**src/rtl/mul_seq_pkg.sv**
```systemverilog
// rtl/mul_seq_pkg.sv - shared types and constants for the sequential shift-add multiplier
package mul_seq_pkg;

  localparam int MUL_W    = 32;
  localparam int MUL_ITER = 32;
  localparam int CNT_W    = 5;

  typedef enum logic [1:0] {
    IDLE = 2'd0,
    RUN  = 2'd1,
    DONE = 2'd2
  } state_e;

endpackage

```
**src/rtl/full_adder_32bit.sv**
```systemverilog
// rtl/full_adder_32bit.sv - 32-bit adder with carry in and carry out
module full_adder_32bit (
  input  logic [31:0] A_i,
  input  logic [31:0] Y_i,
  input  logic        C_i,
  output logic [31:0] Sum_o,
  output logic        c_o
);

  // 33-bit sum so the carry out lands in the top bit
  always_comb begin
    {c_o, Sum_o} = {1'b0, A_i} + {1'b0, Y_i} + {32'd0, C_i};
  end

endmodule

```
**src/rtl/mul_shift_add_seq.sv**
```systemverilog
// rtl/mul_shift_add_seq.sv - sequential 32x32 shift-add multiplier; optional MUL_ZERO_BYPASS_EN
module mul_shift_add_seq
  import mul_seq_pkg::*;
#(
  parameter int WIDTH = MUL_W
) (
  input  logic               clk_i,
  input  logic               rst_ni,
  input  logic               flush_i,
  input  logic               in_valid_i,
  output logic               in_ready_o,
  input  logic [WIDTH-1:0]   a_i,
  input  logic [WIDTH-1:0]   b_i,
  output logic               out_valid_o,
  input  logic               out_ready_i,
  output logic [2*WIDTH-1:0] product_o,
  output logic               busy_o
);

  localparam logic [CNT_W-1:0] CNT_LAST = CNT_W'(MUL_ITER - 1);

  state_e             state_q, state_d;
  logic [MUL_W-1:0]   mcand_q;
  logic [MUL_W-1:0]   acc_q;
  logic [MUL_W-1:0]   mpl_q;
  logic [CNT_W-1:0]   cnt_q;
  logic [MUL_W-1:0]   addend;
  logic [MUL_W-1:0]   sum;
  logic               carry;
  logic               accept;

`ifdef MUL_ZERO_BYPASS_EN
  logic               zero_op;
  assign zero_op = (a_i == '0) || (b_i == '0);
`endif

  // Partial product: add the multiplicand only when the current multiplier bit is set
  assign addend = mpl_q[0] ? mcand_q : '0;

  full_adder_32bit u_adder (
    .A_i   (acc_q),
    .Y_i   (addend),
    .C_i   (1'b0),
    .Sum_o (sum),
    .c_o   (carry)
  );

  assign product_o = {acc_q, mpl_q};

  // Handshake outputs decoded from state; next state with flush taking priority
  always_comb begin
    state_d     = state_q;
    in_ready_o  = (state_q == IDLE);
    out_valid_o = (state_q == DONE);
    busy_o      = (state_q != IDLE);
    accept      = in_valid_i & in_ready_o & ~flush_i;
    case (state_q)
      IDLE: begin
        if (accept) begin
`ifdef MUL_ZERO_BYPASS_EN
          state_d = zero_op ? DONE : RUN;
`else
          state_d = RUN;
`endif
        end
      end
      RUN: begin
        if (cnt_q == CNT_LAST) state_d = DONE;
      end
      DONE: begin
        if (out_ready_i) state_d = IDLE;
      end
      default: state_d = IDLE;
    endcase
    if (flush_i) state_d = IDLE;
  end

  // State register
  always_ff @(posedge clk_i or negedge rst_ni) begin
    if (!rst_ni) begin
      state_q <= IDLE;
    end else begin
      state_q <= state_d;
    end
  end

  // Datapath: load operands on accept, then shift the adder result right one bit per RUN cycle
  always_ff @(posedge clk_i or negedge rst_ni) begin
    if (!rst_ni) begin
      mcand_q <= '0;
      acc_q   <= '0;
      mpl_q   <= '0;
      cnt_q   <= '0;
    end else if (accept) begin
      mcand_q <= a_i;
      acc_q   <= '0;
      cnt_q   <= '0;
`ifdef MUL_ZERO_BYPASS_EN
      mpl_q   <= zero_op ? '0 : b_i;
`else
      mpl_q   <= b_i;
`endif
    end else if (state_q == RUN && !flush_i) begin
      acc_q <= {carry, sum[MUL_W-1:1]};
      mpl_q <= {sum[0], mpl_q[MUL_W-1:1]};
      cnt_q <= cnt_q + 1'b1;
    end
  end

endmodule

```
**config.mk**
```make
export PLATFORM = sky130hd
export DESIGN_NAME = mul_shift_add_seq
export DESIGN_NICKNAME = d
export VERILOG_FILES = /design/src/rtl/mul_seq_pkg.sv /design/src/rtl/full_adder_32bit.sv /design/src/rtl/mul_shift_add_seq.sv
export SDC_FILE = /design/constraint.sdc
export NUM_CORES = 1
export LEC_CHECK = 0
export CORE_ASPECT_RATIO = 0.7
export CORE_MARGIN = 4
export CORE_UTILIZATION = 50
export CTS_BUF_LIST = sky130_fd_sc_hd__clkbuf_2
export CTS_CLUSTER_DIAMETER = 80
export CTS_CLUSTER_SIZE = 14
export DETAILED_ROUTE_END_ITERATION = 16
export PLACE_DENSITY = 0.8
export SETUP_SLACK_MARGIN = 0.02
export SYNTH_ARGS = -nofsm -noshare
export SYNTH_HDL_FRONTEND = slang
export SYNTH_SLANG_ARGS = --single-unit
```
**constraint.sdc**
```tcl
create_clock -name clk_i -period 6.7 [get_ports clk_i]
set_input_delay 1.34 -clock clk_i [delete_from_list [all_inputs] [get_ports clk_i]]
set_output_delay 1.34 -clock clk_i [all_outputs]
set_load 0.05 [all_outputs]
```
==> results.py, run 1 <==
# Metrics from the implementation run
metrics = {
    "route": {
        "drtPass1Iterations": 4,
        "top_layer_used": "met4",
        "vias_per_cell": 5.47,
        "wl_per_cell_um": 16.6,
        "met2WireLength_um": 6690,
        "met1_length_um": 6710,
    },
    "status": {
        "status": "completed",
    },
    "placement": {
        "placed_cell_area_mm2": 0.00727,
        "dp_worst_setup_slack_ns": 2.86,
        "dp_cells": 837,
        "place.gp.congestion": 0.909,
        "portBuffers": 135,
    },
    "clock_tree": {
        "cts_buffer_depth": 2,
        "htree_levels": 3,
        "root_buffer": "clkbuf_2",
        "clkLatencyLatePin_ns": 0.61,
    },
    "critical_path": {
        "setup.worst_path.end": "product_o[0]",
        "cp_cell_sequence": "clkdlybuf4s50_1",
        "r2r-start": "mpl_q[0]$_DFFE_PN0P_",
        "r2r_slack_ns": 2.99,
        "worstPathRequired_ns": 5.36,
        "arrival_ns": 2.58,
    },
    "floorplanning": {
        "die_w_um": 137,
        "rows": 32,
    },
    "layout": {
        "nMultiInputCombCells": 434,
        "final-clk-cell-share_pct": 1.37,
        "regArea_mm2": 0.00258,
        "lay_top_count": "clkdlybuf4s50_1",
        "nets": 799,
        "final_cells": 853,
        "mostFrequentLayoutCells": "clkdlybuf4s50_1, dfrtp_1, nand2_1, o21ai_0, and2_1",
        "nClkBuffers": 9,
        "drive_gt1_share_pct": 9.71,
        "seq-cell-share_pct": 35.0,
    },
    "power": {
        "comb_power_uw": 1230,
        "leakage_uw": 0.00338,
        "p_clk_share_pct": 11.6,
        "vdd_ir_drop_max_mv": 0.190,
        "power_density_mw_per_mm2": 327,
        "maxPowerGroup": "combinational logic",
        "p_sw_share_pct": 46.3,
    },
    "run": {
        "warning_count": 26,
        "drv_cap": 0,
    },
    "synth": {
        "yosys.area.top_type_share_pct": 44.5,
        "synth_flops": 103,
        "yosysTopAreaCell": "dfrtp_1",
        "top_logic_kind": "AND-OR/OR-AND gates",
        "xor_share_pct": 3.93,
        "mux_share_pct": 11.6,
        "yosysSeqAreaShare_pct": 44.5,
        "simple_gate_area_share_pct": 13.0,
        "top_cells_by_area": "dfrtp_1, ha_1, mux2_2, o21ai_0, mux2i_1",
        "synth-edff-count": 0,
        "ys_area_mm2": 0.00579,
        "ff_type": "dfrtp_1",
    },
    "timing": {
        "maxSlewHeadroom_pct": 33.5,
        "min_period_ns": 3.92,
        "hold_ws_ns": 0.543,
        "min_period_over_period_pct": 58.5,
        "skew_ns": 0.0315,
    },
    "hold_path": {
        "min_from": "mcand_q[28]$_DFFE_PN0P_",
        "worstHoldPathCells": 1,
    },
    "grt": {
        "grt-ovfl-total": 0,
        "antenna_found_initial": 0,
    },
}
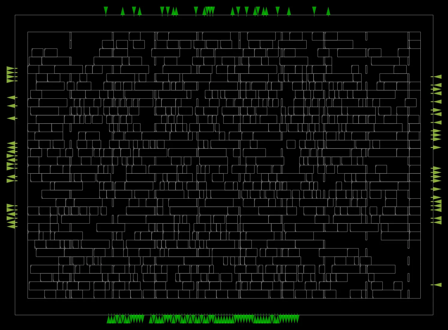
(run_1/placed.png)
Core Footprint: 0.0112 mm^2
Layout Utilization: 66.0%

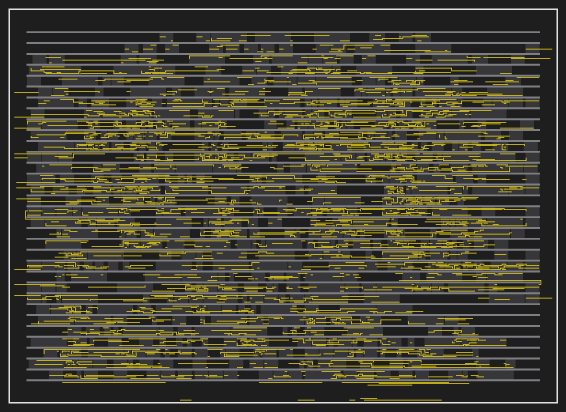
(run_1/m1.png)
Scale: 4 px per um. Supply wires on this layer in gray. Cells faint in the background.
main direction = horizontal
share of all routed wire = 47%
nets with wire on the layer = 722
wire length on this layer = 6,710 um
longest straight run = 35.4 um
Detailed Route WL: 14,200 um
met1 Usage GRT: 32.3%
Via Count: 4,667

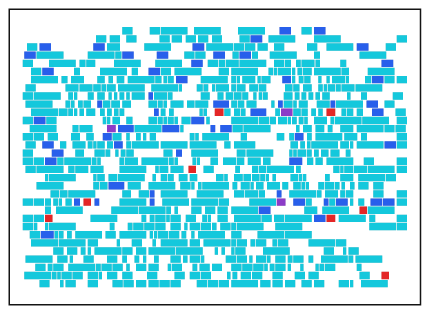
(run_1/sizing.png)
Scale: 3 px per um.
purple -> x6 and larger  # cells 3
blue -> x2  # cells 57
red -> x3 and x4  # cells 8
cyan -> x1 and smaller  # cells 632
nonclk buf count: 139
design area: 0.00737 mm^2
Final WS setup: 2.78 ns
synthesis-to-finish area growth: 27.4%

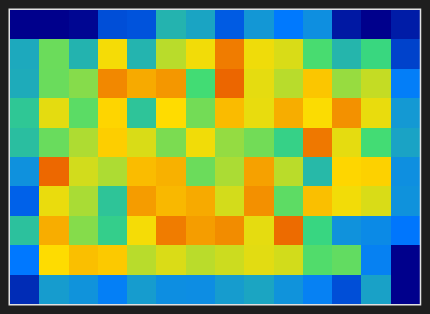
(run_1/util_map.png)
Scale: 3 px per um. 14 x 10 tiles, from dark blue (low) to red (high), 0 to 100% covered.
nearly empty tiles = 4.3%
mean over tiles = 54%
emptiest ninth of the die = south-east
fullest tile = 88%
tiles over 75% full = 22%
densest ninth of the die = center
fp util: 51.8%

==> run_1/port_trees.png <==
Scale: 3 px per um.
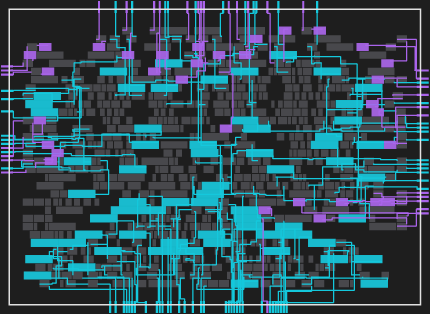

==> run 2: changes to the inputs <==
--- a/config.mk
+++ b/config.mk
@@ -7,12 +7,12 @@
 export LEC_CHECK = 0
 export CORE_ASPECT_RATIO = 0.7
 export CORE_MARGIN = 4
-export CORE_UTILIZATION = 50
+export CORE_UTILIZATION = 47
 export CTS_BUF_LIST = sky130_fd_sc_hd__clkbuf_2
 export CTS_CLUSTER_DIAMETER = 80
 export CTS_CLUSTER_SIZE = 14
 export DETAILED_ROUTE_END_ITERATION = 16
-export PLACE_DENSITY = 0.8
+export PLACE_DENSITY = 0.79
 export SETUP_SLACK_MARGIN = 0.02
 export SYNTH_ARGS = -nofsm -noshare
 export SYNTH_HDL_FRONTEND = slang
==> constraint.sdc (replaced) <==
create_clock -name clk_i -period 3.6 [get_ports clk_i]
set_input_delay 0.72 -clock clk_i [delete_from_list [all_inputs] [get_ports clk_i]]
set_output_delay 0.72 -clock clk_i [all_outputs]
set_load 0.05 [all_outputs]
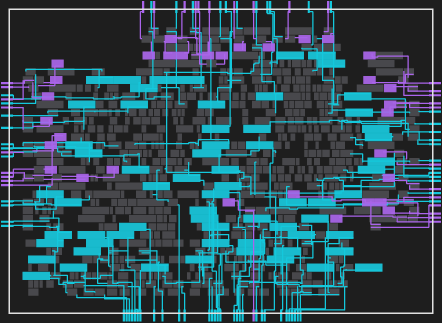
(run_2/port_trees.png)
Scale: 3 px per um.
purple -> a_i  # bits 32, direction input, edge 12 east, 10 north, 9 west, 1 south, end cells 32, buffers 32, wire 739 um
cyan -> product_o  # bits 64, direction output, edge 30 south, 12 east, 11 north, 11 west, end cells 64, buffers 64, wire 2,990 um
Ports: 136
PortBufs: 135

==> results.py, run 2 <==
# Metrics from the implementation run
metrics = {
    "placement": {
        "dp_worst_setup_slack_ns": 0.292,
        "place.gp.congestion": 0.919,
        "placed_cell_area_mm2": 0.00734,
        "dp_cells": 846,
    },
    "route": {
        "wl_per_cell_um": 16.5,
        "met1_length_um": 6790,
        "via_count": 4760,
        "top_layer_used": "met4",
        "vias_per_cell": 5.52,
        "final_antenna_net_count": 0,
        "wl_um": 14200,
    },
    "clock_tree": {
        "clkLatencyLatePin_ns": 0.61,
        "cts_buffer_depth": 2,
        "htree_levels": 3,
        "root_buffer": "clkbuf_2",
    },
    "critical_path": {
        "r2r-start": "mpl_q[0]$_DFFE_PN0P_",
        "worstPathRequired_ns": 4.15,
        "setup.worst_path.end": "acc_q[16]$_DFFE_PN0P_",
        "cp_cell_sequence": "buf_4 > and2_1 > ha_1 > a21oi_2 > nand2_1 > a211o_1 > o21ai_0 > a21oi_1 > o21bai_1 > a21oi_1 > or3_1 > a32o_1",
        "r2r_slack_ns": 0.29,
        "max_stage_delay_ns": 0.56,
        "arrival_ns": 3.86,
    },
    "synth": {
        "yosysSeqAreaShare_pct": 44.5,
        "xor_share_pct": 3.93,
        "synth-edff-count": 0,
        "ys_area_mm2": 0.00579,
        "simple_gate_area_share_pct": 13.0,
        "netlist_top_cells_count": "dfrtp_1, nand2_1, o21ai_0",
        "mux_share_pct": 11.6,
        "ff_type": "dfrtp_1",
        "synth_flops": 103,
        "yosysTopAreaCell": "dfrtp_1",
        "top_logic_kind": "AND-OR/OR-AND gates",
        "top_cells_by_area": "dfrtp_1, ha_1, mux2_2, o21ai_0, mux2i_1",
    },
    "floorplanning": {
        "rows": 33,
        "core-area_mm2": 0.0119,
        "die_w_um": 141,
        "fp_util_pct": 48.7,
    },
    "power": {
        "p_int_uw": 2440,
        "p_sw_share_pct": 46.4,
        "comb_power_uw": 2320,
        "p_clk_share_pct": 12.0,
        "vdd_ir_drop_max_mv": 0.311,
        "maxPowerGroup": "combinational logic",
        "power_density_mw_per_mm2": 609,
        "leakage_uw": 0.00342,
    },
    "timing": {
        "layout_setup_ws_ns": 0.288,
        "maxSlewHeadroom_pct": 49.2,
        "min_period_ns": 3.31,
        "hold_ws_ns": 0.0875,
        "skew_ns": 0.0298,
        "min_period_over_period_pct": 92.0,
    },
    "layout": {
        "syn2layout_area_growth_pct": 28.9,
        "final-clk-cell-share_pct": 1.59,
        "final_util_pct": 62.7,
        "finalInstanceArea_mm2": 0.00746,
        "lay_top_count": "clkdlybuf4s50_1",
        "final_cells": 862,
        "drive_gt1_share_pct": 10.5,
        "buffers_excl_clock": 144,
        "seq-cell-share_pct": 34.6,
        "nets": 804,
        "mostFrequentLayoutCells": "clkdlybuf4s50_1, dfrtp_1, nand2_1, o21ai_0, and2_1",
        "nFlopsAndLatches": 103,
        "nMultiInputCombCells": 434,
    },
    "run": {
        "drv_cap": 0,
        "warning_count": 26,
    },
    "grt": {
        "antenna_found_initial": 0,
        "use_met1_pct": 29.1,
        "grt-ovfl-total": 0,
    },
    "status": {
        "status": "completed",
    },
}
No activity file was given, so power comes from the tool's default toggle rates.
